--- src/rtl/fetch_unit.sv ---
// rtl/fetch_unit.sv - instruction fetch sequencer driving r15 and the imem request port
// Keeps one fetch in flight and hands each word to decode, with execute redirects overriding PC+4.
module fetch_unit #(
  parameter logic [31:0] RESET_PC = 32'h0000_0000
) (
  input  logic        clk,
  input  logic        rst_n,
  input  logic [31:0] rDr15,
  output logic [31:0] wDr15,
  output logic        wEn15,
  output logic        imem_req_valid,
  output logic [31:0] imem_req_addr,
  input  logic        imem_req_ready,
  input  logic        imem_resp_valid,
  input  logic [31:0] imem_resp_data,
  input  logic        br_valid,
  input  logic [31:0] br_target,
  output logic        inst_valid,
  output logic [31:0] inst_data,
  output logic [31:0] inst_pc,
  input  logic        inst_ready
);

  typedef enum logic [2:0] {
    IDLE  = 3'd0,
    INIT  = 3'd1,
    REQ   = 3'd2,
    WAIT  = 3'd3,
    HOLD  = 3'd4,
    DRAIN = 3'd5
  } state_t;

  state_t      state;
  logic [31:0] pc_q;

  logic [31:0] fetchAddr;
  logic [31:0] redirectPc;
  logic        redirectLive;
  logic        respAccepted;
  logic        unusedLowBits;

  assign fetchAddr    = {rDr15[31:2], 2'b00};
  assign redirectPc   = {br_target[31:2], 2'b00};
  assign unusedLowBits = ^{rDr15[1:0], br_target[1:0]};

  // Redirects only count once the PC has been initialised.
  assign redirectLive = br_valid && (state == REQ || state == WAIT ||
                                     state == HOLD || state == DRAIN);
  assign respAccepted = (state == WAIT) && imem_resp_valid && !br_valid;

  assign imem_req_valid = (state == REQ) && !br_valid;
  assign imem_req_addr  = (state == REQ) ? fetchAddr : 32'h0;

  always_comb begin
    wEn15 = 1'b0;
    wDr15 = 32'h0;
    if (state == INIT) begin
      wEn15 = 1'b1;
      wDr15 = RESET_PC;
    end else if (redirectLive) begin
      wEn15 = 1'b1;
      wDr15 = redirectPc;
    end else if (respAccepted) begin
      wEn15 = 1'b1;
      wDr15 = pc_q + 32'd4;
    end
  end

  always_ff @(posedge clk or negedge rst_n) begin
    if (!rst_n) begin
      state      <= IDLE;
      pc_q       <= 32'h0;
      inst_valid <= 1'b0;
      inst_data  <= 32'h0;
      inst_pc    <= 32'h0;
    end else begin
      case (state)
        IDLE: state <= INIT;
        INIT: state <= REQ;
        REQ: begin
          if (imem_req_valid && imem_req_ready) begin
            pc_q  <= fetchAddr;
            state <= WAIT;
          end
        end
        WAIT: begin
          // A redirect that meets its own response can skip the drain.
          if (br_valid) begin
            state <= imem_resp_valid ? REQ : DRAIN;
          end else if (imem_resp_valid) begin
            inst_valid <= 1'b1;
            inst_data  <= imem_resp_data;
            inst_pc    <= pc_q;
            state      <= HOLD;
          end
        end
        HOLD: begin
          if (br_valid || inst_ready) begin
            inst_valid <= 1'b0;
            state      <= REQ;
          end
        end
        DRAIN: begin
          if (imem_resp_valid) state <= REQ;
        end
        default: state <= IDLE;
      endcase
    end
  end

endmodule

--- config.mk ---
export PLATFORM = sky130hd
export DESIGN_NAME = fetch_unit
export DESIGN_NICKNAME = d
export VERILOG_FILES = /design/src/rtl/fetch_unit.sv
export SDC_FILE = /design/constraint.sdc
export NUM_CORES = 1
export LEC_CHECK = 0
export CORE_MARGIN = 5
export CORE_UTILIZATION = 30
export CTS_CLUSTER_DIAMETER = 200
export DETAILED_ROUTE_END_ITERATION = 6
export PLACE_DENSITY = 0.72
export SLEW_MARGIN = 10
export SYNTH_ARGS = -nofsm -noshare
export SYNTH_HDL_FRONTEND = slang
export SYNTH_SLANG_ARGS = --single-unit
--- constraint.sdc ---
create_clock -name clk -period 3.1 [get_ports clk]
set_input_delay 0.62 -clock clk [delete_from_list [all_inputs] [get_ports clk]]
set_output_delay 0.62 -clock clk [all_outputs]
set_load 0.01 [all_outputs]
wires.png
Scale bar: 50 um. Two of the layers only.
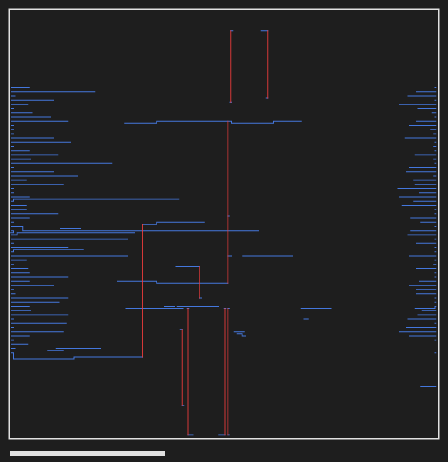
legend:
  red:
    layer: metal 4
    wire_length: 297 um
  blue:
    layer: metal 3
    wire_length: 1310 um
vias post-DR: 4716
total routing usage reported by global routing: 17.0%
drt total wl: 16800 um

logic_types.png
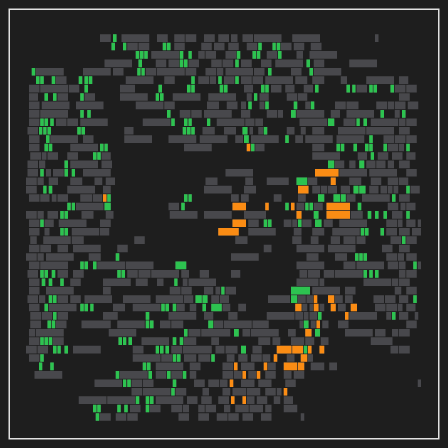
legend:
  green:
    family: NAND gates
    cells: 242
    where: widely spread
  orange:
    family: NOR gates
    cells: 38
leading cell type in the layout, fill and taps excluded: sky130_fd_sc_hd__nand2_1
Cell Count, Final, Fillers Out: 1026
proportion of cell area occupied by multi-input gates: 30.5%

==> layer usage <==
metal	up-vias	global-route usage (%)	routed length, um
li1	2313	-	-
met1	2215	21.4	7350
met2	168	27.6	7800
met3	20	6.38	1310
met4	0	4.52	297
met5	-	0	0
==> cell families (layout without fill, tap and decap cells) <==
| group | Yosys count | in the layout | share of synthesized area (%) |
|---|---|---|---|
| buffers and inverters | 41 | 282 | 3.68 |
| adders and majority gates | 3 | 3 | 0.761 |
| xor gates and xnor gates | 27 | 27 | 4.79 |
| other | 1 | 6 | 0.0760 |
| muxes | 30 | 30 | 6.84 |
| DFF | 96 | 96 | 48.7 |
| AOI/OAI and AO/OA | 43 | 43 | 5.27 |
| and+or+nand+nor | 323 | 323 | 29.9 |
==> per-stage QoR <==
step,setup slack (ps),utilization (%)
after floorplan,579,-
after global placement,-155,47.6
after detailed placement,-177,47.6
after CTS,-2.22,49.9
after global routing,-3.67,50.2
final,131,50.2
==> area by class of cell <==
cell class / instances / area [um^2]
Tap cell: 216 / 270
Clock inverter: 5 / 38.8
Inverter: 3 / 11.3
Multi-Input combinational cell: 432 / 2450
Timing Repair Buffer: 263 / 2600
Fill cell: 1538 / 7970
Clock buffer: 11 / 253
Sequential cell: 96 / 2410
==> sequential cells by signal, summed over array words and instances, names as in the netlist <==
| signal | count |
|---|---|
| inst_data | 32 |
| inst_pc | 30 |
| inst_valid | 1 |
| pc_q | 30 |
| state | 3 |
==> where the power goes <==
| part | switching [mW] | leakage (nW) | internal [mW] |
|---|---|---|---|
| sequential | 0.476 | 1.18 | 1.84 |
| clock | 0.495 | 0.142 | 0.593 |
| combinational | 1.72 | 2.44 | 1.99 |
==> run summary <==
Physical implementation status

The root buffer cell chosen for the clock tree is sky130_fd_sc_hd__clkbuf_16. The number of setup buffers added after CTS stands at 3. The largest driver fanout on the critical path stands at 4.

The synthesis log from Yosys contains 0 warnings. The DRC violation total after the first TritonRoute iteration stands at 272. The required time of the critical path stands at between 2000 and 2500 ps. The number of warnings reported in the stage logs is 32. Sequential cells were found to cover about half of the synthesized design area.

At the later pin of the worst-skew pair, clock insertion delay measures about 340 ps. By area the synthesized netlist is led by sky130_fd_sc_hd__dfrtp_1 49%, sky130_fd_sc_hd__nand2_1 17%, sky130_fd_sc_hd__mux2_2 6.8%. Following the worst setup path forward leads to its endpoint at wDr15[20]. After routing, the total negative slack on setup checks comes to 0 ps. Leaving out fill and tap cells, the most frequent cells in the layout are 216 x sky130_fd_sc_hd__nand2_1, 190 x sky130_fd_sc_hd__clkdlybuf4s50_1, 93 x sky130_fd_sc_hd__dfrtp_1, 34 x sky130_fd_sc_hd__buf_4.

The synthesis-stage register bit count stands at about 96. The layout stage reports a final design area of roughly 0.0080 mm^2. The max-slew violation total from the final report stands at 0. Before antenna repair, the detailed router went through 4 iterations. The synthesized netlist handed to floorplanning was reported with a cell count of around 560. The share of synthesized registers carrying an async set or reset stands at 100%.

The total of max-cap violations stands at 0. Summing internal, switching and leakage power gives 7.12 mW. The post-cts gate resize count stands at 38. The maximum ir drop on the vdd rail stands at 0.433 mV. The flow ran to the end, and the final reports show no timing, DRC or antenna violations. The worst-case reg-to-reg setup slack stands at 930 ps. After detailed routing, the average wire length per cell comes to between 15 and 20 um.

The floorplan step set the die width to 138 um. The first global-routing pass estimated between 20000 and 30000 um of wire. The script extracted a total leakage power of between 3 and 4 nW. Among all stages on the critical path, the largest delay is contributed by sky130_fd_sc_hd__clkdlybuf4s50_1. Note that the worst hold path type here is input pin to async pin. The clock edge transition at the registers on the reported setup and hold paths stands at roughly 60 ps. In this run the worst setup path begins at br_valid.

The number of enable-type register cells in the synthesized netlist stands at 0. Once detailed placement completed, the half-perimeter wirelength came to roughly 13000 um. The initial antenna violation count is 0. The repair_antennas step left the layout with diodes totalling 0. In the Yosys report the total cell count is ~560. Among the stages of the critical path, the cell type that occurs most often is sky130_fd_sc_hd__buf_4. After synthesis, the chip area reported by Yosys is around 0.0049 mm^2.

The transition at the pin with the smallest max-transition slack stands at ~660 ps. The number of setup violations in the final report stands at 0. Per the TritonCTS log, the buffer count is 9. The data arrival time of the worst path stands at 2350 ps. The pin count of the biggest net entering global routing stands at about 50. The standard cell core area stands at 0.0160 mm^2. Once placement finished, the instance area stood at roughly 0.0076 mm^2. The area share of the largest cell type after synthesis stands at approximately half. STA lists the endpoint of the worst register-to-register path as pc_q[27]. The count of buffering cells on the critical path with inverters included stands at 4.

The highest clock rate this design can be run at is between 0.3 and 0.4 GHz. The worst setup path is captured at an output pin. The cell area after technology mapping stands at 0.00494 mm^2. The kind of cell with the highest combined delay along the critical path is buffers and inverters. The core utilization at floorplan stands at between 30% and 40%. The number of clock sinks came to around 96. The die outline area stands at 0.0191 mm^2. The routed design could run at a clock period as short as slightly below 3000 ps.

The share of cells above drive strength 1 stands at between 10 and 15%. After synthesis, the most frequently instantiated cells are 217 x sky130_fd_sc_hd__nand2_1, 96 x sky130_fd_sc_hd__dfrtp_1, 30 x sky130_fd_sc_hd__and2_1, 30 x sky130_fd_sc_hd__mux2_2, 27 x sky130_fd_sc_hd__clkbuf_1. In this design, the stage delay of the slowest critical-path cell is approximately 420 ps. Once detail routing completed, the nets flagged for antenna violations numbered 0. The worst-case clock buffer depth stands at 2.

Clock skew on the completed layout was measured at ~10 ps. The via-per-instance ratio stands at 4.60.
Power and IR drop assume default switching activity.
